[src/rtl/fault_sup_pkg.sv]
// ============================================================================
// Module  : fault_sup_pkg
// Brief   : Shared types and constants for the N-channel fault supervisor.
//           Holds the bypass FSM state type, the default µs counter width
//           and the first-fault index width.
// Rev     : 1.0  initial release
// ============================================================================
`default_nettype none

package fault_sup_pkg;

    // Default width of every µs counter in the supervisor
    localparam int c_cnt_w_def  = 14;

    // Width of the first-fault channel index (covers up to 32 channels)
    localparam int c_first_ch_w = 5;

    // Automatic bypass sequence states
    typedef enum logic [2:0] {
        ST_IDLE  = 3'd0,
        ST_ARM   = 3'd1,
        ST_CLOSE = 3'd2,
        ST_DONE  = 3'd3,
        ST_FAIL  = 3'd4
    } byp_state_t;

endpackage : fault_sup_pkg

`default_nettype wire

[src/rtl/fault_debounce.sv]
// ============================================================================
// Module  : fault_debounce
// Brief   : Single fault channel: 2-FF synchroniser for the asynchronous
//           fault pin, followed by a µs debounce counter that saturates at
//           DEB_US. filt is high while the counter sits at DEB_US.
// Rev     : 1.0  initial release
// ============================================================================
`default_nettype none

module fault_debounce
    import fault_sup_pkg::*;
#(
    parameter int CNT_W  = c_cnt_w_def,
    parameter int DEB_US = 10
) (
    input  logic clk,
    input  logic rst_n,
    input  logic time_1us,
    input  logic fault_raw,
    input  logic masked,
    output logic filt
);

    localparam logic [CNT_W-1:0] c_deb = CNT_W'(DEB_US);

    logic             r_sync1;
    logic             r_sync2;
    logic [CNT_W-1:0] r_cnt;

    // Bring the asynchronous fault pin into the clk domain
    always_ff @(posedge clk) begin
        if (!rst_n) begin
            r_sync1 <= 1'b0;
            r_sync2 <= 1'b0;
        end else begin
            r_sync1 <= fault_raw;
            r_sync2 <= r_sync1;
        end
    end

    // Count µs ticks while the fault is present; any absence (or a mask)
    // clears immediately, even if a tick arrives in the same cycle
    always_ff @(posedge clk) begin
        if (!rst_n) begin
            r_cnt <= '0;
        end else if (!r_sync2 || masked) begin
            r_cnt <= '0;
        end else if (time_1us && (r_cnt != c_deb)) begin
            r_cnt <= r_cnt + 1'b1;
        end
    end

    assign filt = (r_cnt == c_deb);

endmodule : fault_debounce

`default_nettype wire

[src/rtl/fault_supervisor.sv]
// ============================================================================
// Module  : fault_supervisor
// Brief   : N-channel fault supervisor. Debounces raw fault pins, latches
//           qualified faults into err_info, optionally records the first
//           fault, and escalates selected faults into an irreversible
//           bypass-close sequence with close-confirmation timeout.
//           Optional feature macro: FAULT_SUP_FIRST_FAULT_EN
//           (defined = first-fault capture present; undefined = first_ch
//           and first_vld tied to 0).
// Rev     : 1.0  initial release
// ============================================================================
`default_nettype none

module fault_supervisor
    import fault_sup_pkg::*;
#(
    parameter int              N_CH         = 12,
    parameter int              CNT_W        = c_cnt_w_def,
    parameter int              DEB_US       = 10,
    parameter logic [N_CH-1:0] BYP_MASK     = '1,
    parameter int              BYP_DELAY_US = 1000,
    parameter int              BYP_TMO_US   = 2000
) (
    input  logic                    clk,
    input  logic                    rst_n,
    input  logic                    time_1us,
    input  logic                    reset_unit,
    input  logic [N_CH-1:0]         fault_in,
    input  logic [N_CH-1:0]         ch_mask,
    input  logic                    byp_req_ext,
    input  logic                    byp_ok,
    output logic [N_CH-1:0]         err_info,
    output logic                    err_unit,
    output logic [c_first_ch_w-1:0] first_ch,
    output logic                    first_vld,
    output logic                    byp_con,
    output logic                    byp_fail
);

    localparam logic [CNT_W-1:0] c_delay   = CNT_W'(BYP_DELAY_US);
    localparam logic [CNT_W-1:0] c_tmo     = CNT_W'(BYP_TMO_US);
    localparam logic [CNT_W-1:0] c_cnt_max = '1;

    logic [N_CH-1:0]  w_filt;
    logic [N_CH-1:0]  w_err_nxt;
    logic [N_CH-1:0]  r_err_info;
    logic             w_byp_any;
    byp_state_t       r_state;
    byp_state_t       w_state_nxt;
    logic [CNT_W-1:0] r_cnt;
    logic [CNT_W-1:0] w_cnt_d;
    logic [CNT_W-1:0] w_cnt_inc;
    logic             r_byp_con;
    logic             r_byp_fail;

    // ------------------------------------------------------------------
    // Per-channel synchroniser + debounce
    // ------------------------------------------------------------------
    generate
        for (genvar i = 0; i < N_CH; i++) begin : g_ch
            fault_debounce #(
                .CNT_W  (CNT_W),
                .DEB_US (DEB_US)
            ) u_deb (
                .clk       (clk),
                .rst_n     (rst_n),
                .time_1us  (time_1us),
                .fault_raw (fault_in[i]),
                .masked    (ch_mask[i]),
                .filt      (w_filt[i])
            );
        end
    endgenerate

    // ------------------------------------------------------------------
    // Fault latch: a qualified fault always sets; reset_unit only clears
    // channels whose filtered fault has gone away
    // ------------------------------------------------------------------
    assign w_err_nxt = w_filt | (r_err_info & {N_CH{~reset_unit}});

    // Latch qualified faults
    always_ff @(posedge clk) begin
        if (!rst_n) begin
            r_err_info <= '0;
        end else begin
            r_err_info <= w_err_nxt;
        end
    end

    // ------------------------------------------------------------------
    // First-fault capture
    // ------------------------------------------------------------------
`ifdef FAULT_SUP_FIRST_FAULT_EN
    logic [N_CH-1:0]         w_new;
    logic [c_first_ch_w-1:0] w_low_idx;
    logic [c_first_ch_w-1:0] r_first_ch;
    logic                    r_first_vld;

    assign w_new = w_filt & ~r_err_info;

    // Lowest-numbered channel that is setting in this cycle
    always_comb begin
        w_low_idx = '0;
        for (int i = N_CH - 1; i >= 0; i--) begin
            if (w_new[i]) begin
                w_low_idx = c_first_ch_w'(i);
            end
        end
    end

    // Hold the first fault until the latch is fully cleared by reset_unit
    always_ff @(posedge clk) begin
        if (!rst_n) begin
            r_first_ch  <= '0;
            r_first_vld <= 1'b0;
        end else if (!r_first_vld && (|w_new)) begin
            r_first_ch  <= w_low_idx;
            r_first_vld <= 1'b1;
        end else if (reset_unit && (w_err_nxt == '0)) begin
            r_first_vld <= 1'b0;
        end
    end

    assign first_ch  = r_first_ch;
    assign first_vld = r_first_vld;
`else
    assign first_ch  = '0;
    assign first_vld = 1'b0;
`endif

    // ------------------------------------------------------------------
    // Bypass sequence
    // ------------------------------------------------------------------
    assign w_byp_any = |(w_filt & BYP_MASK);
    assign w_cnt_inc = (time_1us && (r_cnt != c_cnt_max)) ? (r_cnt + 1'b1) : r_cnt;

    // State and µs counter registers
    always_ff @(posedge clk) begin
        if (!rst_n) begin
            r_state <= ST_IDLE;
            r_cnt   <= '0;
        end else begin
            r_state <= w_state_nxt;
            r_cnt   <= w_cnt_d;
        end
    end

    // Next-state logic; CLOSE/DONE/FAIL are left only through rst_n
    always_comb begin
        w_state_nxt = r_state;
        w_cnt_d     = r_cnt;
        case (r_state)
            ST_IDLE: begin
                w_cnt_d = '0;
                if (byp_req_ext) begin
                    w_state_nxt = ST_CLOSE;
                end else if (w_byp_any) begin
                    w_state_nxt = ST_ARM;
                end
            end
            ST_ARM: begin
                if (byp_req_ext) begin
                    w_state_nxt = ST_CLOSE;
                    w_cnt_d     = '0;
                end else if (reset_unit || !w_byp_any) begin
                    w_state_nxt = ST_IDLE;
                    w_cnt_d     = '0;
                end else if (w_cnt_inc == c_delay) begin
                    w_state_nxt = ST_CLOSE;
                    w_cnt_d     = '0;
                end else begin
                    w_cnt_d = w_cnt_inc;
                end
            end
            ST_CLOSE: begin
                if (byp_ok) begin
                    w_state_nxt = ST_DONE;
                    w_cnt_d     = '0;
                end else if (w_cnt_inc == c_tmo) begin
                    w_state_nxt = ST_FAIL;
                end else begin
                    w_cnt_d = w_cnt_inc;
                end
            end
            ST_DONE: begin
                if (!byp_ok) begin
                    w_state_nxt = ST_FAIL;
                end
            end
            ST_FAIL: begin
                w_state_nxt = ST_FAIL;
            end
            default: begin
                w_state_nxt = ST_IDLE;
                w_cnt_d     = '0;
            end
        endcase
    end

    // Registered bypass outputs, decoded from the state register
    always_ff @(posedge clk) begin
        if (!rst_n) begin
            r_byp_con  <= 1'b0;
            r_byp_fail <= 1'b0;
        end else begin
            r_byp_con  <= (r_state == ST_CLOSE) || (r_state == ST_DONE) ||
                          (r_state == ST_FAIL);
            r_byp_fail <= (r_state == ST_FAIL);
        end
    end

    assign err_info = r_err_info;
    assign err_unit = (|r_err_info) | r_byp_fail;
    assign byp_con  = r_byp_con;
    assign byp_fail = r_byp_fail;

endmodule : fault_supervisor

`default_nettype wire
[config.mk]
export PLATFORM = sky130hd
export DESIGN_NAME = fault_supervisor
export DESIGN_NICKNAME = d
export VERILOG_FILES = /design/src/rtl/fault_sup_pkg.sv /design/src/rtl/fault_debounce.sv /design/src/rtl/fault_supervisor.sv
export SDC_FILE = /design/constraint.sdc
export NUM_CORES = 1
export LEC_CHECK = 0
export CAP_MARGIN = 10
export CELL_PAD_IN_SITES_DETAIL_PLACEMENT = 2
export CELL_PAD_IN_SITES_GLOBAL_PLACEMENT = 2
export CORE_UTILIZATION = 30
export DETAILED_ROUTE_END_ITERATION = 16
export PLACE_DENSITY = 0.7
export SYNTH_ARGS = -nofsm -noshare
export SYNTH_HDL_FRONTEND = slang
export SYNTH_SLANG_ARGS = --single-unit
[constraint.sdc]
create_clock -name clk -period 2.5 [get_ports clk]
set_clock_uncertainty 0.05 [all_clocks]
set_input_delay 0.5 -clock clk [delete_from_list [all_inputs] [get_ports clk]]
set_output_delay 0.5 -clock clk [all_outputs]
set_load 0.01 [all_outputs]
Figure 1. Pin map (run 1).
Pins as bars across the die edge, other pins in gray.
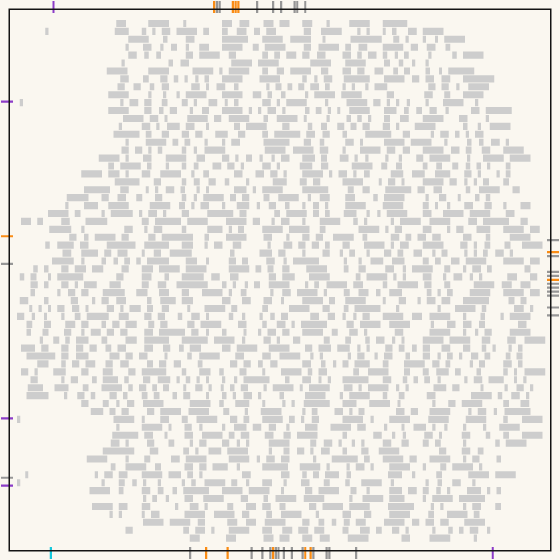
port	color	pins	direction	edge
clk	cyan	1	input	bottom
first_ch	purple	5	output	3 left, 1 top, 1 bottom
fault_in	orange	12	input	5 bottom, 4 top, 2 right, 1 left
all pins by edge	20 bottom, 13 top, 12 right, 6 left
PortBufs: 44
die width: 186 um

Figure 2. Cell area per tile (run 1).
19 x 19 tiles, from white (low) to dark blue (high), 0 to 100% covered.
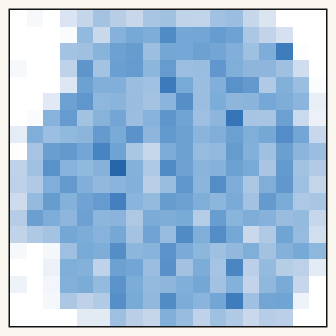
mean over tiles	38%
fullest tile	79%
tiles over 75% full	0.30%
nearly empty tiles	11%
emptiest ninth of the die	top left
floorplan core density: 30.7%
Core ar.: 0.0329 mm2
final core area utilization: 41.1%

Figure 3. Clock wires, drivers and flops (run 1).
The bar under the picture is 50 um long.
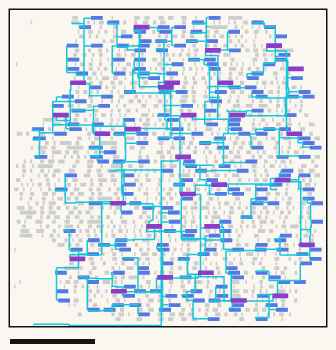
[clock drivers] purple | count: 28
[flip-flops] blue | count: 223
[clock wires] cyan | length: 3,360 um
flops lie	all over the die
part of the total power dissipated in the clock network: 53.6%
clock network power consumption: 4.45 mW
Worst-Skew Late Latency: 0.54 ns

==> Table 3: Implementation characteristics, run 1 <==
Characteristics after synthesis and place and route

Parameter                              Value

Clock network
  Number of buffers added for setup after CTS .................. 14
  CTS clk-pin slew, worst paths .................. 0.06 ns
  CTS Sinks .................. 223
  Number of buffers created by CTS .................. 28
  Number of H-tree branching levels .................. 1
  Number of hold-repair buffers added at the cts stage .................. 0
  Clk buf depth .................. 3
  Resize count post-CTS .................. 39
  Clock root buffer .................. sky130_fd_sc_hd__clkbuf_16

Placed design
  Pre-CTS setup slack .................. -0.243 ns
  Final RePlAce weighted congestion .................. 0.804
  Half-perimeter wire length after detailed placement .................. 21.7 mm

Job
  Max_cap viols .................. 0
  Number of warnings in the stage logs .................. 40

Synth
  Chip area estimate from yosys synthesis .................. 0.0101 mm2
  Gate Count Post-Synth .................. 1,172
  Async set or reset register ratio after synthesis .................. 0%
  Number of standard cells reported by yosys .................. 1,172
  Number of synthesis warnings .................. 0
  Synthesized cell area .................. 0.0101 mm2
  Sequential share of the synthesized area .................. 44.2%
  EDFF count, synth .................. 0
  Multiplexer area fraction after synthesis .................. 0.570%
  Commonest flop .................. sky130_fd_sc_hd__dfxtp_1
  Average footprint of a synthesized cell .................. 8.62 um2
  Post-synth top area share .................. 44.2%
  Xor-xnor portion of the synthesized cell area .................. 12.1%
  Most frequent cell after synthesis .................. sky130_fd_sc_hd__dfxtp_1
  Ranking of synthesized cells by area .................. sky130_fd_sc_hd__dfxtp_1 (44%), sky130_fd_sc_hd__xor2_1 (9.5%), sky130_fd_sc_hd__nor2_1 (7.4%)
  Main logic family after synthesis .................. simple AND/OR/NAND/NOR gates
  Synth Area in Simple Gates .................. 30.2%
  Post-synthesis sequential element count .................. 223
  Distinct cells, synth .................. 60
  Top cells by count, synth .................. sky130_fd_sc_hd__dfxtp_1 (223), sky130_fd_sc_hd__nor2_1 (198), sky130_fd_sc_hd__xor2_1 (110), sky130_fd_sc_hd__nand2_1 (104), sky130_fd_sc_hd__nand3_1 (64)
  Cell taking the most area after synthesis .................. sky130_fd_sc_hd__dfxtp_1

Die
  I/O pin cnt .................. 51

Global routing
  Wire length of the first global-routing pass .................. 51.8 mm
  Global-route total usage across every layer .................. 18.7%

Hold path
  Terminating pin of the worst hold path .................. g_ch[9].u_deb.r_sync1
  Cell count of the worst hold path .................. 2

Critical path
  Maximum fanout along the worst path .................. 5
  Depth of the worst register-to-register path .................. 10
  Master of the slowest instance on the critical path .................. sky130_fd_sc_hd__nor4b_4
  Kind of start point of the critical path .................. flip-flop
  Worst r2r src .................. r_cnt[1]
  WP data required .................. 2.85 ns
  Critical path start-end classification .................. reg2reg
  Data arrival time of the critical path .................. 3.04 ns
  Cell breakdown of the critical path .................. ha_4 > nand4_1 > nor3_2 > mux2_4 > nand3b_1 > nor4b_4 > buf_4 > buf_6 > nor3_1 > o22a_1
  Max stage delay on crit path .................. 0.43 ns
  Setup crit start .................. r_cnt[1]
  Minimum setup slack among reg-to-reg paths .................. -0.19 ns
  Destination of the worst register-to-register timing path .................. r_cnt[4]
  Worst setup path endpoint .................. r_cnt[4]

STA
  Max Clk Rate .................. 0.372 GHz
  Measured slew at the worst slew-check pin .................. 0.703 ns
  Fin crit period .................. 2.69 ns
  Relative slew slack .................. 52.8%
  Worst Slack Setup Final .................. -0.190 ns
  Final setup fails .................. 11
  Unrepaired setup endpoints after global routing .................. true
  Final Hold Violating Endpoints .................. 0

Layout
  Antenna cell count .................. 0
  Post-route insts no fill .................. 1,835
  Most used cells in the layout excluding fill and tap cells .................. sky130_fd_sc_hd__dfxtp_1 (212), sky130_fd_sc_hd__nor2_1 (196), sky130_fd_sc_hd__buf_4 (156)
  Storage cell area .................. 0.00449 mm2
  Share of layout cells above drive strength 1 .................. 19.6%
  Syn-to-layout area delta .................. 33.7%
  Most frequently placed logic cell in the final layout .................. sky130_fd_sc_hd__dfxtp_1
  Filler Cells Inserted .................. 3,667

Drt
  Iteration-0 DRC Markers .................. 243
  Post-detailed-route via-to-cell ratio .................. 4.89
  Iteration tally of the first detailed-router pass .................. 4
  WL per Instance .................. 17.3 um
  Via count .................. 8,975
  Residual DRC count .................. 0
  Final wirelength .................. 31.7 mm
  Antenna-violating nets left .................. 0

Pwr
  Leakage power figure .................. 4.93 nW
  Worst VDD drop .................. 0.000379 V
  PwrDens .................. 615 mW/mm2

Outcome
  Violated checks .................. setup timing
  Status .................. finished, violations left
==> run 1: state kept, by name (all words and copies together), names as in the netlist <==
name                count
r_state                 3
byp_con                 1
g_ch.u_deb.r_sync1     12
g_ch.u_deb.r_cnt      168
g_ch.u_deb.r_sync2     12
r_cnt                  14
byp_fail                1
err_info               12
==> run 1: power by group <==
part	switching, mW	leakage (nW)	internal (mW)	total (mW)
combinational	0.145	2.61	0.123	0.268
clock	1.57	0.510	2.88	4.45
sequential	0.0126	1.81	3.58	3.59
total	1.72	4.93	6.58	8.31
==> run 1: per-stage QoR <==
step / area [um2] / setup TNS, ns / power (mW)
after floorplan: 10100 / 0 / 3.80
after global placement: 12100 / -2.35 / 3.92
after detailed placement: 12100 / -3.37 / 3.92
after CTS: 13400 / -0.271 / 8.42
after global routing: 13500 / -2.52 / 8.58
final: 13500 / -1.23 / 8.31
==> run 1: worst max-delay path: cells and delay by family, from the launching register on <==
family | cells | cell delay [ns]
adder cells (fa/ha/maj) | 1 | 0.16
AND-OR/OR-AND | 1 | 0.26
multiplexers | 1 | 0.32
AND/OR/NAND/NOR | 5 | 1.14
buffers and inverters | 2 | 0.28
flip-flops | 1 | 0.35
==> run 1: final cells by class <==
class / instances / area share (%)
Sequential cell: 223 / 33.2
Clock buffer: 43 / 6.43
Multi-Input combinational cell: 886 / 41.6
Inverter: 23 / 0.639
Clock inverter: 8 / 1.22
Timing Repair Buffer: 210 / 12.8
Tap cell: 442 / 4.10
==> run 1: layer usage <==
metal,wire (um),part of all wire [%],vias to the layer above,GRT usage [%]
met5,0,0,-,0
met4,625,2.0,0,4.93
met3,743,2.3,45,2.35
met2,16200,51,89,34.5
met1,14100,44,4435,22.6
li1,-,-,4406,-
Figure 4. Metal 3 (run 1).
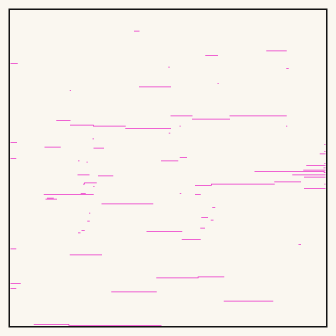

==> run 2: changes to the inputs <==
--- a/config.mk
+++ b/config.mk
@@ -10,6 +10,9 @@
 export CELL_PAD_IN_SITES_GLOBAL_PLACEMENT = 2
 export CORE_UTILIZATION = 30
 export DETAILED_ROUTE_END_ITERATION = 16
+export GPL_ROUTABILITY_DRIVEN = 0
+export GPL_TIMING_DRIVEN = 0
+export MAX_ROUTING_LAYER = met4
 export PLACE_DENSITY = 0.7
 export SYNTH_ARGS = -nofsm -noshare
 export SYNTH_HDL_FRONTEND = slang
Figure 5. Metal 3 (run 2).
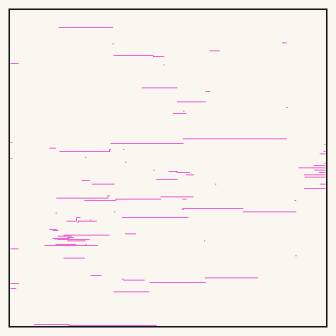
nets with wire on the layer	43
main direction	horizontal
M3 GR Usage: 2.41%
final wirelength: 33.0 mm
via count: 8,950

==> run 2 against run 1 <==
The flow still finishes with violations (setup timing). Utilization fell by 0.46 points. Clock-buffer cell count fell by 10. Final cell count fell by 2.3%. Clock power fell by 7.6%. Critical path depth fell by 1. Power fell by 4.0%. Synthesized cell count did not move. Routed wire length rose by 4.0%. Register-to-register slack got worse by 0.09 ns. Setup slack got worse by 0.088 ns. Die size did not move. Via count fell by 0.28%. Critical path type unchanged. Critical endpoint unchanged. Largest cell class unchanged. Largest power group unchanged.
==> Table 3: Implementation characteristics, run 2 <==
Characteristics after synthesis and place and route

Parameter                              Value

Pwr
  Part of the total power dissipated in the clock network .................. 51.5%
  Part of the power in registers .................. 45.0%
  Internal .................. 6.15 mW
  PwrDens .................. 597 mW/mm2

Synth
  Average footprint of a synthesized cell .................. 8.62 um2
  Sequential share of the synthesized area .................. 44.2%
  Number of standard cells reported by yosys .................. 1,172
  Chip area estimate from yosys synthesis .................. 0.0101 mm2
  Number of synthesis warnings .................. 0
  Most frequent cell after synthesis .................. sky130_fd_sc_hd__dfxtp_1
  Ranking of synthesized cells by area .................. sky130_fd_sc_hd__dfxtp_1 (44%), sky130_fd_sc_hd__xor2_1 (9.5%), sky130_fd_sc_hd__nor2_1 (7.4%)
  Multiplexer area fraction after synthesis .................. 0.570%
  Distinct cells, synth .................. 60
  Synth Area in Simple Gates .................. 30.2%
  EDFF count, synth .................. 0
  Post-synth top area share .................. 44.2%

Global routing
  Busiest layer in global routing .................. met2
  GR met2 Demand/Resource .................. 32.7%
  Global-route total usage across every layer .................. 18.8%

Critical path
  Cell breakdown of the critical path .................. nand4_4 > buf_4 > nor4_2 > nor2_1 > nor4b_2 > a21oi_2 > buf_4 > and3_1 > o22a_1
  Master of the slowest instance on the critical path .................. sky130_fd_sc_hd__nor4b_2
  Minimum setup slack among reg-to-reg paths .................. -0.28 ns
  Data arrival time of the critical path .................. 3.16 ns
  Max stage delay on crit path .................. 0.48 ns
  Depth of the worst register-to-register path .................. 9
  WP data required .................. 2.88 ns
  Worst r2r src .................. r_cnt[11]

Clock network
  Clk buf depth .................. 3
  CTS Sinks .................. 223
  Number of buffers created by CTS .................. 28

Drt
  WL per Instance .................. 18.4 um
  Highest signal layer in the routed design .................. met4
  Iteration-0 DRC Markers .................. 288

STA
  Worst Slack Setup Final .................. -0.278 ns
  Measured slew at the worst slew-check pin .................. 0.891 ns
  Final Hold Violating Endpoints .................. 0
  Final setup fails .................. 17

Layout
  Antenna cell count .................. 0
  Most frequently placed logic cell in the final layout .................. sky130_fd_sc_hd__nor2_1
  Post-route design area .................. 0.0133 mm2
  Final core area utilization .................. 40.6%
  Most flop-heavy register .................. g_ch.u_deb.r_cnt

Outcome
  Status .................. finished, violations left
  Violated checks .................. setup timing

Hold path
  Cell count of the worst hold path .................. 1

Die
  Floorplan core density .................. 30.7%

Job
  Max_cap viols .................. 0
## run 2: cell counts after synthesis
Identical to the previous run, type by type.
## run 2: critical path: cells and delay by family, from the launching register on
kind / cells / cell delay, ns
AOI/OAI and AO/OA: 2 / 0.34
DFF: 1 / 0.38
buffers and inverters: 2 / 0.38
and+or+nand+nor: 5 / 1.50
## run 2: through the flow
step                setup TNS (ns)  hold slack (ns)  instances  worst slack (ns)
floorplan                        0            0.362       1177            0.0211
global placement           -172.94            0.365       1662             -1.81
detailed placement         -178.49            0.371       1662             -1.84
CTS                         -0.438            0.385       1762           -0.0821
global route                 -5.06            0.398       1792            -0.386
finish                       -3.14            0.380       1792            -0.278
## run 2: power by group through the flow
stage	clock network, mW	registers [mW]	logic [mW]
2_1_floorplan	0	3.67	0.134
3_3_place_gp	0	3.67	0.244
3_5_place_dp	0	3.67	0.248
4_1_cts	4.22	3.59	0.276
5_1_grt	4.38	3.59	0.304
6_report	4.11	3.59	0.282
## run 2: how the worst max path moves through the flow
stage / to / slack [ns] / cells past startpoint / startpoint
final: r_cnt[4] / -0.28 / 9 / r_cnt[11]
after global routing: r_cnt[1] / -0.39 / 10 / r_cnt[13]
after CTS: r_cnt[11] / -0.08 / 10 / r_cnt[11]
after detailed placement: g_ch[1].u_deb.r_cnt[2] / -1.84 / 9 / time_1us
after global placement: g_ch[9].u_deb.r_cnt[2] / -1.81 / 9 / time_1us
after floorplan: r_cnt[10] / 0.02 / 8 / r_cnt[1]
## run 2: repair_timing
item,in CTS,in global routing
resized,88,70
endpoints found under the setup margin,140,41
pin swaps,35,21
buffers inserted,50,36
## run 2: layout make-up
cell class,count,area (um2)
fill,3645,19500
clock inverter,17,180
inverter,23,88.8
tap,442,553
clock buffer,33,751
multi-input combinational,886,5930
buffer,40,220
sequential,223,4520
timing repair buffer,128,1100
Power is estimated from default activity; no workload was simulated.
